`src/rtl/rtc_timer_gen2.sv`:
```
// Time-of-day counter: prescaler feeding cascaded sec/min/hour counters with nested tick pulses.
// Optional alarm compare and sticky flag are built when TIMER_ALARM_EN is defined.
module rtc_timer_gen2 #(
  parameter int TICK_DIV     = 50_000_000,
  parameter int SEC_PER_MIN  = 60,
  parameter int MIN_PER_HOUR = 60,
  parameter int HOUR_PER_DAY = 24,
  parameter int PRE_W        = 26,
  localparam int SEC_W  = $clog2(SEC_PER_MIN),
  localparam int MIN_W  = $clog2(MIN_PER_HOUR),
  localparam int HOUR_W = $clog2(HOUR_PER_DAY)
) (
  input  logic              clk_50m,
  input  logic              reset_n,
  input  logic              enable,
  input  logic              clear,
  input  logic              load,
  input  logic [SEC_W-1:0]  load_sec,
  input  logic [MIN_W-1:0]  load_min,
  input  logic [HOUR_W-1:0] load_hour,
  output logic [SEC_W-1:0]  sec,
  output logic [MIN_W-1:0]  min,
  output logic [HOUR_W-1:0] hour,
  output logic              sec_tick,
  output logic              min_tick,
  output logic              hour_tick,
  output logic              day_tick,
  output logic              load_err,
  input  logic [SEC_W-1:0]  alarm_sec,
  input  logic [MIN_W-1:0]  alarm_min,
  input  logic [HOUR_W-1:0] alarm_hour,
  input  logic              alarm_arm,
  input  logic              alarm_ack,
  output logic              alarm_pulse,
  output logic              alarm_hit
);

  localparam logic [PRE_W-1:0]  PRE_MAX  = PRE_W'(TICK_DIV - 1);
  localparam logic [SEC_W-1:0]  SEC_MAX  = SEC_W'(SEC_PER_MIN - 1);
  localparam logic [MIN_W-1:0]  MIN_MAX  = MIN_W'(MIN_PER_HOUR - 1);
  localparam logic [HOUR_W-1:0] HOUR_MAX = HOUR_W'(HOUR_PER_DAY - 1);

  logic [PRE_W-1:0]  pre;
  logic [PRE_W-1:0]  cnt_pre;
  logic [SEC_W-1:0]  cnt_sec;
  logic [MIN_W-1:0]  cnt_min;
  logic [HOUR_W-1:0] cnt_hour;
  logic              pre_wrap, sec_wrap, min_wrap, hour_wrap;
  logic              sec_ok, min_ok, hour_ok;

  // Next time assuming a counting edge; each wrap gates the one above it.
  always_comb begin
    pre_wrap  = (pre == PRE_MAX);
    sec_wrap  = pre_wrap && (sec == SEC_MAX);
    min_wrap  = sec_wrap && (min == MIN_MAX);
    hour_wrap = min_wrap && (hour == HOUR_MAX);
    cnt_pre   = pre_wrap ? '0 : pre + 1'b1;
    cnt_sec   = sec;
    cnt_min   = min;
    cnt_hour  = hour;
    if (pre_wrap) cnt_sec  = sec_wrap  ? '0 : sec + 1'b1;
    if (sec_wrap) cnt_min  = min_wrap  ? '0 : min + 1'b1;
    if (min_wrap) cnt_hour = hour_wrap ? '0 : hour + 1'b1;
    sec_ok  = (load_sec  <= SEC_MAX);
    min_ok  = (load_min  <= MIN_MAX);
    hour_ok = (load_hour <= HOUR_MAX);
  end

  always_ff @(posedge clk_50m or negedge reset_n) begin
    if (!reset_n) begin
      pre       <= '0;
      sec       <= '0;
      min       <= '0;
      hour      <= '0;
      sec_tick  <= 1'b0;
      min_tick  <= 1'b0;
      hour_tick <= 1'b0;
      day_tick  <= 1'b0;
      load_err  <= 1'b0;
    end else begin
      sec_tick  <= 1'b0;
      min_tick  <= 1'b0;
      hour_tick <= 1'b0;
      day_tick  <= 1'b0;
      load_err  <= 1'b0;
      if (clear) begin
        pre  <= '0;
        sec  <= '0;
        min  <= '0;
        hour <= '0;
      end else if (load) begin
        pre      <= '0;
        sec      <= sec_ok  ? load_sec  : '0;
        min      <= min_ok  ? load_min  : '0;
        hour     <= hour_ok ? load_hour : '0;
        load_err <= !(sec_ok && min_ok && hour_ok);
      end else if (enable) begin
        pre       <= cnt_pre;
        sec       <= cnt_sec;
        min       <= cnt_min;
        hour      <= cnt_hour;
        sec_tick  <= pre_wrap;
        min_tick  <= sec_wrap;
        hour_tick <= min_wrap;
        day_tick  <= hour_wrap;
      end
    end
  end

`ifdef TIMER_ALARM_EN
  logic alarm_match;

  assign alarm_match = pre_wrap && alarm_arm &&
                       ({cnt_hour, cnt_min, cnt_sec} == {alarm_hour, alarm_min, alarm_sec});

  // A fresh hit outranks a simultaneous acknowledge.
  always_ff @(posedge clk_50m or negedge reset_n) begin
    if (!reset_n) begin
      alarm_pulse <= 1'b0;
      alarm_hit   <= 1'b0;
    end else begin
      alarm_pulse <= 1'b0;
      if (clear) begin
        alarm_hit <= 1'b0;
      end else if (!load && enable && alarm_match) begin
        alarm_pulse <= 1'b1;
        alarm_hit   <= 1'b1;
      end else if (alarm_ack) begin
        alarm_hit <= 1'b0;
      end
    end
  end
`else
  logic unused_alarm;

  assign unused_alarm = ^{alarm_sec, alarm_min, alarm_hour, alarm_arm, alarm_ack};
  assign alarm_pulse  = 1'b0;
  assign alarm_hit    = 1'b0;
`endif

endmodule

```
`config.mk`:
```
export PLATFORM = sky130hd
export DESIGN_NAME = rtc_timer_gen2
export DESIGN_NICKNAME = d
export VERILOG_FILES = /design/src/rtl/rtc_timer_gen2.sv
export SDC_FILE = /design/constraint.sdc
export NUM_CORES = 1
export LEC_CHECK = 0
export CAP_MARGIN = 20
export CORE_MARGIN = 4
export CORE_UTILIZATION = 50
export DETAILED_ROUTE_END_ITERATION = 7
export PLACE_DENSITY = 0.87
export REMOVE_ABC_BUFFERS = 1
export SYNTH_ARGS = -nofsm -noshare
export SYNTH_HDL_FRONTEND = slang
export SYNTH_SLANG_ARGS = --single-unit
```
`constraint.sdc`:
```
create_clock -name clk_50m -period 2.5 [get_ports clk_50m]
set_input_delay 0.625 -clock clk_50m [delete_from_list [all_inputs] [get_ports clk_50m]]
set_output_delay 0.625 -clock clk_50m [all_outputs]
set_load 0.1 [all_outputs]
```
Run 1, the metal 3 layer:
Bar = 20 um.
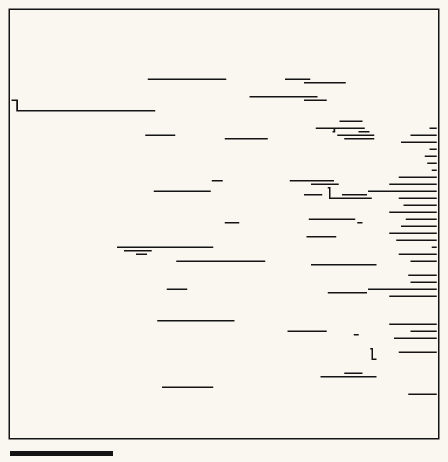
- nets with wire on the layer: 60
- wire length on this layer: 469 um
- share of all routed wire: 6.4%
met3 GRT Util: 4.56%
routed wire length: 7.39 mm
overall via count from detail_route: 2733

Run 1, local utilization:
8 x 8 tiles, from white (low) to dark blue (high), 0 to 100% covered.
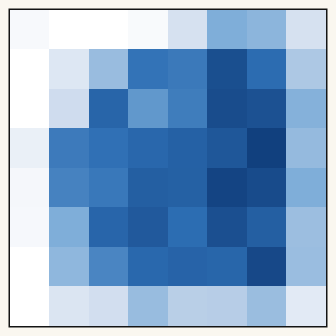
- mean over tiles: 50%
- densest ninth of the die: centre
- tiles over 75% full: 34%
- emptiest ninth of the die: north-west
utilization of the core after routing: 64.4%
fraction of the core area occupied by cells at floorplan: 51.3%
core footprint: 0.00551 mm2

==> results.sh, run 1 <==
# source this file to load flow results
export IMPL_grt_antenna_before_repair=0
export IMPL_synth_area_yosys_mm2=0.00282
export IMPL_net_total_in_the_final_layout=422
export IMPL_path_delay_family="simple AND/OR/NAND/NOR gates"
export IMPL_clockPowerShare_pct=30.0
export IMPL_synth_cells=310
export IMPL_yosys_register_bits=48
export IMPL_rel_slew_slack_pct=60.9
export IMPL_placementRows=27
export IMPL_min_delay_path_class="in2async"
export IMPL_power_internal_mw=1.11
export IMPL_slew_violations=0
export IMPL_htreeDepth=2
export IMPL_track_usage_pct=21.9
export IMPL_period_used_pct=96.5
export IMPL_max_freq_mhz=414
export IMPL_static_leakage_power_nw=1.55
export IMPL_hold_viol_final=0
export IMPL_chip_area_mm2=0.00691
export IMPL_cpMostUsedCell="sky130_fd_sc_hd__or4_4"
export IMPL_power_combinational_fraction_pct=19.6
export IMPL_dominantRegCellSynth="sky130_fd_sc_hd__dfrtp_1"
export IMPL_final_layout_top_logic_cells="sky130_fd_sc_hd__dfrtp_1 (48), sky130_fd_sc_hd__buf_4 (48), sky130_fd_sc_hd__nor2_1 (31)"
export IMPL_timing_rr_start="pre[7]"
export IMPL_cpPeakStageDelay_ps=600
export IMPL_end_kind="flip-flop"
export IMPL_power_density_over_the_cells_mw_per_mm2=456
export IMPL_yosysWarningCount=0
export IMPL_cts_max_path_buffers=2
export IMPL_crit_path_max_fanout=7
export IMPL_fraction_of_final_layout_cells_sized_beyond_drive_strength_1_pct=19.0
export IMPL_worstReg2RegEnd="min[5]"
export IMPL_ys_top_logic_family="simple AND/OR/NAND/NOR gates"
export IMPL_crit_path_launch_type="flip-flop"
export IMPL_mean_cell_area_of_the_mapped_netlist_um2=9.11
export IMPL_timing_reg2reg_setup_slack_ps=90
export IMPL_status="finished, final reports clean"
export IMPL_async_flop_share_pct=100
export IMPL_setup_viol=0
export IMPL_drt_pass1_iter_count=4
export IMPL_pin_count_of_the_biggest_net_entering_global_routing=28
export IMPL_clock_buffers_created_by_tritoncts=5
export IMPL_hold_ws_ps=303
export IMPL_post_cts_hold_buffer_count=0
export IMPL_timing_critical_path_arrival_ps=2660
export IMPL_critical_path_class="reg2reg"
export IMPL_cell_type_of_the_slowest_stage_on_the_worst_timing_path="sky130_fd_sc_hd__or4_4"
export IMPL_yosys_area_share_aoi_pct=17.2
export IMPL_grt_pass1_vias=2675
export IMPL_fa_ha_area_share_pct=1.77
export IMPL_netSwitchingPower_uw=509
export IMPL_xor_xnor_cell_area_share_of_the_yosys_netlist_pct=5.27
export IMPL_clock_tree_from_tritoncts="done"
export IMPL_path_buffers=0
export IMPL_tool_warnings=44
export IMPL_insertion_delay_to_the_later_sink_of_the_worst_skew_pair_ps=310
export IMPL_post_route_cell_area_mm2=0.00355
export IMPL_ff2ff_path_depth=5
export IMPL_io_pins=65
export IMPL_drv_max_cap_violation_count=0
export IMPL_placement_cell_area_mm2=0.00344
export IMPL_worstPathRequired_ps=2750
export IMPL_clock_skew_final_ps=11.7
export IMPL_post_drt_wl_per_cell_um=16.4
Run 1, sequential cells coloured by netlist name:
Bar = 20 um. Other sequential cells in the stronger grey, the rest of the logic in the fainter grey.
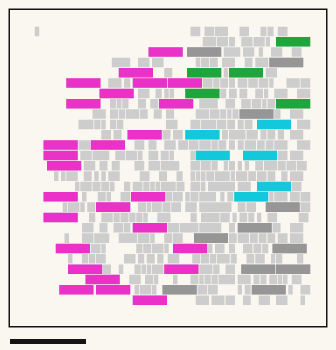
- magenta: pre (sequential cells 26)
- cyan: min (sequential cells 6; where east)
- green: hour (sequential cells 5; where north-east)
register area: 0.00120 mm2
proportion of cell area occupied by registers: 33.9%
reported sequential group power: 816 uW

## run 1: flip-flops by register name, indices dropped and copies added (netlist names)
signal     cells
day_tick       1
min            6
sec            6
min_tick       1
pre           26
load_err       1
sec_tick       1
hour           5
hour_tick      1
## run 1: cell usage after synthesis, types with 4 or more instances
cell	n	area share [%]
sky130_fd_sc_hd__dfrtp_1	48	43
sky130_fd_sc_hd__nor2_1	31	4.1
sky130_fd_sc_hd__a21oi_1	21	3.7
sky130_fd_sc_hd__nand3_1	21	3.7
sky130_fd_sc_hd__nand2_1	16	2.1
sky130_fd_sc_hd__nand4_1	15	3.3
sky130_fd_sc_hd__inv_1	14	1.9
sky130_fd_sc_hd__and3_1	11	2.4
sky130_fd_sc_hd__xnor2_1	10	3.1
sky130_fd_sc_hd__a31oi_1	8	1.8
sky130_fd_sc_hd__o21ai_0	8	1.4
sky130_fd_sc_hd__o22ai_1	7	1.6
sky130_fd_sc_hd__xor2_1	7	2.2
sky130_fd_sc_hd__clkbuf_1	6	0.80
sky130_fd_sc_hd__and2_1	5	1.1
sky130_fd_sc_hd__nand2b_1	5	1.1
sky130_fd_sc_hd__nor3_1	5	0.89
sky130_fd_sc_hd__nor4_1	5	1.1
sky130_fd_sc_hd__a22o_1	4	1.2
sky130_fd_sc_hd__ha_1	4	1.8
sky130_fd_sc_hd__o211ai_1	4	1.1
sky130_fd_sc_hd__or3_1	4	0.89
## run 1: how the worst max path moves through the flow
stage | end | start | cells after the start
floorplan | sec[3] | pre[7] | 5
global placement | sec[3] | pre[7] | 6
detailed placement | min[5] | pre[7] | 5
CTS | min[5] | pre[7] | 5
global route | hour[4] | pre[10] | 6
finish | min[5] | pre[7] | 5
## run 1: repair_timing
action | CTS | global route
endpoints found under the setup margin | 0 | 10
setup buffers | 0 | 2
resized | 0 | 2
endpoints found under the hold margin | 0 | 0
## run 1: through the flow
step           setup slack, ps  cells  setup TNS (ps)  utilization, %  power [mW]
2_1_floorplan             -415    300           -6170               -        1.02
4_1_cts                   17.2    448               0            64.1        1.63
5_1_grt                   4.04    450               0            64.4        1.68
6_report                  87.1    450               0            64.4        1.62
3_5_place_dp              42.4    440               0            62.4        1.15
3_3_place_gp               103    440               0            62.4        1.14
## run 1: power by group through the flow
| stage | clock network, mW | registers [mW] | logic [mW] |
|---|---|---|---|
| finish | 0.486 | 0.816 | 0.318 |
| global route | 0.526 | 0.818 | 0.337 |
| CTS | 0.495 | 0.814 | 0.318 |
| detailed placement | 0 | 0.830 | 0.316 |
| global placement | 0 | 0.828 | 0.309 |
| floorplan | 0 | 0.937 | 0.0834 |
## run 1: layer usage
| layer | global-route usage [%] | share of wire, % | vias to the layer above |
|---|---|---|---|
| met1 | 27.7 | 41 | 1338 |
| met2 | 38.1 | 51 | 101 |
| met4 | 5.50 | 1.1 | 0 |
| met3 | 4.56 | 6.3 | 8 |
| met5 | 0 | 0 | - |
| li1 | - | - | 1286 |
## run 1: final cells by class
class,instances,area [um2]
Timing Repair Buffer,70,586
Inverter,14,52.6
Clock inverter,2,10.0
Fill cell,447,1960
Multi-Input combinational cell,238,1530
Sequential cell,48,1200
Tap cell,72,90.1
Clock buffer,6,82.6
==> run 2, diff against run 1 <==
Settings changed: HOLD_SLACK_MARGIN set to 0.1.
Run 2, sequential cells coloured by netlist name:
Bar = 20 um. Other sequential cells in the stronger grey, the rest of the logic in the fainter grey.
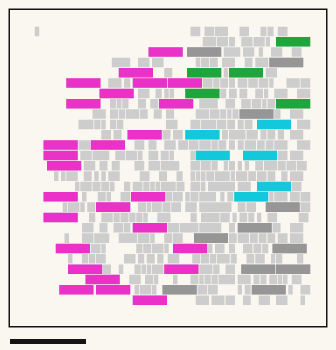
- cyan: min (sequential cells 6; where east)
- green: hour (sequential cells 5; where north-east)
- magenta: pre (sequential cells 26)
- not coloured: 11

==> run 2 against run 1 <==
  * Register-to-register slack hardly changed
  * Clock power hardly changed
  * Sequential cell count stayed put
  * Clock-buffer cell count stayed put
  * Highest routed layer unchanged
==> results.sh, run 2 <==
# source this file to load flow results
export IMPL_critical_path_class="reg2reg"
export IMPL_final_instance_count_excl_fill=450
export IMPL_setup_viol=0
export IMPL_rel_slew_slack_pct=60.9
export IMPL_hold_viol_final=0
export IMPL_tool_warnings=44
export IMPL_htreeDepth=2
export IMPL_status="finished, final reports clean"
export IMPL_track_usage_pct=21.9
export IMPL_grt_first_pass_wirelength_mm=12.7
export IMPL_gr_total_overflow=0
export IMPL_edff_count_synth=0
export IMPL_crit_path_setup_slack_layout_ps=87.1
export IMPL_post_synth_instance_area_mm2=0.00282
export IMPL_post_route_cell_area_mm2=0.00355
export IMPL_yosys_register_bits=48
export IMPL_timing_critical_path_arrival_ps=2660
export IMPL_cell_type_with_the_largest_total_area_after_synthesis="sky130_fd_sc_hd__dfrtp_1"
export IMPL_post_synth_most_frequent_cells="sky130_fd_sc_hd__dfrtp_1 (48), sky130_fd_sc_hd__nor2_1 (31), sky130_fd_sc_hd__a21oi_1 (21), sky130_fd_sc_hd__nand3_1 (21), sky130_fd_sc_hd__nand2_1 (16)"
export IMPL_routed_wirelength_mm=7.39
export IMPL_placedCellCount=440
export IMPL_placementRows=27
export IMPL_power_ir_vdd_worst_mv=0.267
export IMPL_async_flop_share_pct=100
export IMPL_layout_top_registers="pre x26, min x6, sec x6"
export IMPL_area_share_of_the_largest_cell_type_after_synthesis_pct=42.5
export IMPL_timing_reg2reg_setup_slack_ps=90
export IMPL_num_fill_cells=447
export IMPL_synth_cells_yosys=310
export IMPL_static_leakage_power_nw=1.55
export IMPL_post_synth_top_count_cell="sky130_fd_sc_hd__dfrtp_1"
export IMPL_period_minus_slack_ps=2410
export IMPL_worst_setup_hold_path_clk_slew_ps=90
export IMPL_largest_register_ffs=26
export IMPL_initial_utilization_pct=51.3
export IMPL_max_freq_mhz=414
export IMPL_detailroute_via_count=2733
export IMPL_hpwlAfterDp_mm=5.53
export IMPL_synth_top_cells_by_area="sky130_fd_sc_hd__dfrtp_1 (43%), sky130_fd_sc_hd__nor2_1 (4.1%), sky130_fd_sc_hd__a21oi_1 (3.7%)"
export IMPL_max_slew_worst_pin_slew_ps=587
export IMPL_io_pins=65
export IMPL_min_delay_path_class="in2async"
export IMPL_mean_cell_area_of_the_mapped_netlist_um2=9.11
export IMPL_period_used_pct=96.5
export IMPL_worstPathRequired_ps=2750
export IMPL_clock_buffers_created_by_tritoncts=5
export IMPL_rsz0062_at_grt="false"
export IMPL_slew_violations=0
export IMPL_end_kind="flip-flop"
export IMPL_post_drt_wl_per_cell_um=16.4
export IMPL_yosysWarningCount=0
export IMPL_fp_coreArea_mm2=0.00551
export IMPL_cts_max_path_buffers=2
export IMPL_clock_skew_final_ps=11.7
export IMPL_clock_tree_from_tritoncts="done"
export IMPL_net_total_in_the_final_layout=422
export IMPL_dominantRegCellSynth="sky130_fd_sc_hd__dfrtp_1"
export IMPL_fraction_of_final_layout_cells_sized_beyond_drive_strength_1_pct=19.0
export IMPL_drt_pass1_iter_count=4
export IMPL_final_layout_top_logic_cells="sky130_fd_sc_hd__dfrtp_1 (48), sky130_fd_sc_hd__buf_4 (48), sky130_fd_sc_hd__nor2_1 (31)"
export IMPL_synth_cells=310
export IMPL_power_density_over_the_cells_mw_per_mm2=456
export IMPL_route_detailed_vias_per_inst=6.07
export IMPL_registers_top_by_ff_count="pre"
export IMPL_grt_pass1_vias=2675
export IMPL_grt_antenna_before_repair=0
export IMPL_crit_path_launch_type="flip-flop"
export IMPL_chip_area_mm2=0.00691
export IMPL_place_worst_setup_slack_ps=42.4
export IMPL_post_cts_hold_buffer_count=0
export IMPL_drv_max_cap_violation_count=0
export IMPL_pin_count_of_the_biggest_net_entering_global_routing=28
export IMPL_crit_path_max_fanout=7
export IMPL_insertion_delay_to_the_later_sink_of_the_worst_skew_pair_ps=310
export IMPL_synth_area_yosys_mm2=0.00282
export IMPL_placement_cell_area_mm2=0.00344
[run 2: cell counts in the layout (fill, tap and decap cells not counted)]
No cell type changed its count.
[run 2: kinds of logic (layout without fill, tap and decap cells)]
group / Yosys count / count (layout) / synth area share (%)
and+or+nand+nor: 138 / 138 / 27.5
AOI/OAI and AO/OA: 72 / 72 / 17.2
DFF: 48 / 48 / 42.5
buffers and inverters: 25 / 92 / 3.72
xor gates and xnor gates: 17 / 17 / 5.27
muxes: 5 / 5 / 1.86
adders and majority gates: 4 / 4 / 1.77
other: 1 / 2 / 0.133
[run 2: final cells by class]
| type | instances | area, um2 | share of cell area [%] |
|---|---|---|---|
| tap | 72 | 90.1 | 2.54 |
| multi-input combinational | 238 | 1530 | 43.0 |
| sequential | 48 | 1200 | 33.9 |
| inverter | 14 | 52.6 | 1.48 |
| timing repair buffer | 70 | 586 | 16.5 |
| clock inverter | 2 | 10.0 | 0.282 |
| clock buffer | 6 | 82.6 | 2.33 |
[run 2: power by group]
part | internal, mW | switching, mW | leakage [nW] | total [mW]
registers | 0.792 | 0.0237 | 0.662 | 0.816
clock network | 0.221 | 0.265 | 0.0510 | 0.486
logic | 0.0969 | 0.221 | 0.839 | 0.318
total | 1.11 | 0.509 | 1.55 | 1.62
[run 2: layer usage]
metal | up-vias | part of all wire, % | GRT usage [%]
li1 | 1286 | - | -
met1 | 1338 | 41 | 27.7
met2 | 101 | 51 | 38.1
met3 | 8 | 6.3 | 4.56
met4 | 0 | 1.1 | 5.50
met5 | - | 0 | 0
[run 2: through the flow]
step	setup TNS [ps]	hold slack, ps	power, mW	utilization, %
finish	0	303	1.62	64.4
global route	0	352	1.68	64.4
CTS	0	326	1.63	64.1
detailed placement	0	521	1.15	62.4
global placement	0	501	1.14	62.4
floorplan	-6170	329	1.02	-
[run 2: worst paths after layout]
path | startpoint | endpoint | cells past startpoint
worst min register to register | pre[20] | pre[20] | 1
max in group asynchronous | reset_n | pre[20] | 2
worst max-delay path | pre[7] | min[5] | 5
worst min-delay path | reset_n | sec_tick | 1
min in group clk_50m | pre[20] | pre[20] | 1
worst max register to register | pre[7] | min[5] | 5
[run 2: critical path: stages, from the launching register on]
cell and delay [ps]:
sky130_fd_sc_hd__dfrtp_1 390, sky130_fd_sc_hd__or4_4 560, sky130_fd_sc_hd__or4_4 600, sky130_fd_sc_hd__nor4b_4 480
sky130_fd_sc_hd__o22ai_1 200, sky130_fd_sc_hd__nand3_1 120
[run 2: what timing repair did]
item                                    CTS  global route
endpoints found under the setup margin    0            10
gates resized                             0             2
setup buffers                             0             2
==> run 3, diff against run 2 <==
Settings changed: CTS_CLUSTER_SIZE set to 14.
Run 3, cell outlines without signal wires:
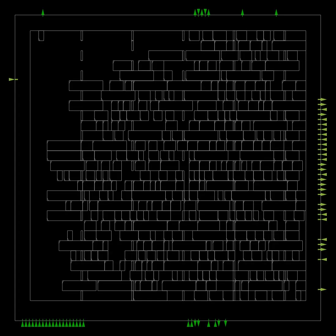
layout sequential cell count: 48
number of rows created at floorplan: 27
tap cells: 72
Layout fillers: 447
number of standard cells in the layout, taps in and fillers out: 450

==> run 3 against run 2 <==
  * Fmax stayed put
  * Via count unchanged
  * Clock skew unchanged
  * Sequential share of layout area is the same
  * Clock power about the same
  * Clock-buffer cell count did not move
  * Critical path type unchanged
==> results.sh, run 3 <==
# source this file to load flow results
export IMPL_status="finished, final reports clean"
export IMPL_detailroute_via_count=2733
export IMPL_ant_diodes=0
export IMPL_fraction_of_final_layout_cells_sized_beyond_drive_strength_1_pct=19.0
export IMPL_final_layout_top_logic_cells="sky130_fd_sc_hd__dfrtp_1 (48), sky130_fd_sc_hd__buf_4 (48), sky130_fd_sc_hd__nor2_1 (31)"
export IMPL_async_flop_share_pct=100
export IMPL_yosys_register_bits=48
export IMPL_gr_total_overflow=0
export IMPL_post_synth_most_frequent_cells="sky130_fd_sc_hd__dfrtp_1 (48), sky130_fd_sc_hd__nor2_1 (31), sky130_fd_sc_hd__a21oi_1 (21), sky130_fd_sc_hd__nand3_1 (21), sky130_fd_sc_hd__nand2_1 (16)"
export IMPL_fp_coreArea_mm2=0.00551
export IMPL_period_used_pct=96.5
export IMPL_cell_type_with_the_largest_total_area_after_synthesis="sky130_fd_sc_hd__dfrtp_1"
export IMPL_route_detailed_vias_per_inst=6.07
export IMPL_clock_tree_from_tritoncts="done"
export IMPL_area_share_of_the_largest_cell_type_after_synthesis_pct=42.5
export IMPL_clock_buffers_created_by_tritoncts=5
export IMPL_registers_top_by_ff_count="pre"
export IMPL_tool_warnings=44
export IMPL_synth_top_cells_by_area="sky130_fd_sc_hd__dfrtp_1 (43%), sky130_fd_sc_hd__nor2_1 (4.1%), sky130_fd_sc_hd__a21oi_1 (3.7%)"
export IMPL_crit_path_max_fanout=7
export IMPL_worst_setup_hold_path_clk_slew_ps=90
export IMPL_fin_setup_tns_ps=0
export IMPL_final_core_utilization_pct=64.4
export IMPL_post_cts_hold_buffer_count=0
export IMPL_net_total_in_the_final_layout=422
export IMPL_edff_count_synth=0
export IMPL_post_drt_wl_per_cell_um=16.4
export IMPL_power_total_mw=1.62
export IMPL_end_kind="flip-flop"
export IMPL_routed_wirelength_mm=7.39
export IMPL_critical_path_class="reg2reg"
export IMPL_post_synth_top_count_cell="sky130_fd_sc_hd__dfrtp_1"
export IMPL_gp_congestion=0.858
export IMPL_synth_cells=310
export IMPL_grt_pass1_vias=2675
export IMPL_drt_pass1_iter_count=4
export IMPL_drv_max_cap_violation_count=0
export IMPL_power_density_over_the_cells_mw_per_mm2=456
export IMPL_rsz0062_at_grt="false"
export IMPL_setup_viol=0
export IMPL_hold_ws_ps=303
export IMPL_timing_critical_path_arrival_ps=2660
export IMPL_insertion_delay_to_the_later_sink_of_the_worst_skew_pair_ps=310
export IMPL_slew_violations=0
export IMPL_synth_area_yosys_mm2=0.00282
export IMPL_rel_slew_slack_pct=60.9
export IMPL_synth_cells_yosys=310
export IMPL_max_freq_mhz=414
export IMPL_post_route_cell_area_mm2=0.00355
export IMPL_min_delay_path_class="in2async"
export IMPL_crit_path_setup_slack_layout_ps=87.1
export IMPL_crit_path_launch_type="flip-flop"
export IMPL_io_pins=65
export IMPL_clock_skew_final_ps=11.7
export IMPL_mean_cell_area_of_the_mapped_netlist_um2=9.11
export IMPL_yosysWarningCount=0
export IMPL_placedCellCount=440
export IMPL_max_slew_worst_pin_slew_ps=587
export IMPL_hold_viol_final=0
export IMPL_initial_utilization_pct=51.3
export IMPL_cts_max_path_buffers=2
export IMPL_dominantRegCellSynth="sky130_fd_sc_hd__dfrtp_1"
export IMPL_worstPathRequired_ps=2750
export IMPL_post_synth_instance_area_mm2=0.00282
export IMPL_grt_first_pass_wirelength_mm=12.7
export IMPL_power_ir_vdd_worst_mv=0.267
export IMPL_htreeDepth=2
export IMPL_grt_antenna_before_repair=0
export IMPL_track_usage_pct=21.9
export IMPL_static_leakage_power_nw=1.55
export IMPL_pin_count_of_the_biggest_net_entering_global_routing=28
export IMPL_layout_top_registers="pre x26, min x6, sec x6"
[run 3: cell families after synthesis]
kind of cell | count (synthesis) | share of synthesized area (%)
compound gates | 72 | 17.2
xor+xnor | 17 | 5.27
fa+ha+maj | 4 | 1.77
buf+inv | 25 | 3.72
flops | 48 | 42.5
mux | 5 | 1.86
other cells | 1 | 0.133
simple gates | 138 | 27.5
[run 3: power by group]
group / switching [mW] / total, mW / internal [mW]
Sequential: 0.0237 / 0.816 / 0.792
Combinational: 0.221 / 0.318 / 0.0969
Clock: 0.265 / 0.486 / 0.221
[run 3: area by class of cell]
type	count	area, um2
fill	447	1960
multi-input combinational	238	1530
sequential	48	1200
timing repair buffer	70	586
tap	72	90.1
clock buffer	6	82.6
inverter	14	52.6
clock inverter	2	10.0
[run 3: final timing paths]
check,start,end,slack (ps),cells after the start
min in group clk_50m,pre[20],pre[20],540,1
hold / removal,reset_n,sec_tick,300,1
max in group asynchronous,reset_n,pre[20],1580,2
setup reg to reg,pre[7],min[5],90,5
hold reg to reg,pre[20],pre[20],540,1
setup / recovery,pre[7],min[5],90,5
[run 3: repair_timing]
| action | 4_1_cts | 5_1_grt |
|---|---|---|
| buffers inserted | 0 | 2 |
| setup endpoints to repair | 0 | 10 |
| gates resized | 0 | 2 |
[run 3: metal layers]
metal / up-vias / wire [um] / global-route usage (%)
met1: 1338 / 3060 / 27.7
met3: 8 / 469 / 4.56
li1: 1286 / - / -
met2: 101 / 3780 / 38.1
met5: - / 0 / 0
met4: 0 / 84 / 5.50
[run 3: critical path, stage by stage, from the launching register on]
cell and delay [ps]:
sky130_fd_sc_hd__dfrtp_1 390, sky130_fd_sc_hd__or4_4 560, sky130_fd_sc_hd__or4_4 600, sky130_fd_sc_hd__nor4b_4 480, sky130_fd_sc_hd__o22ai_1 200, sky130_fd_sc_hd__nand3_1 120
No activity file was given, so power comes from the tool's default toggle rates.
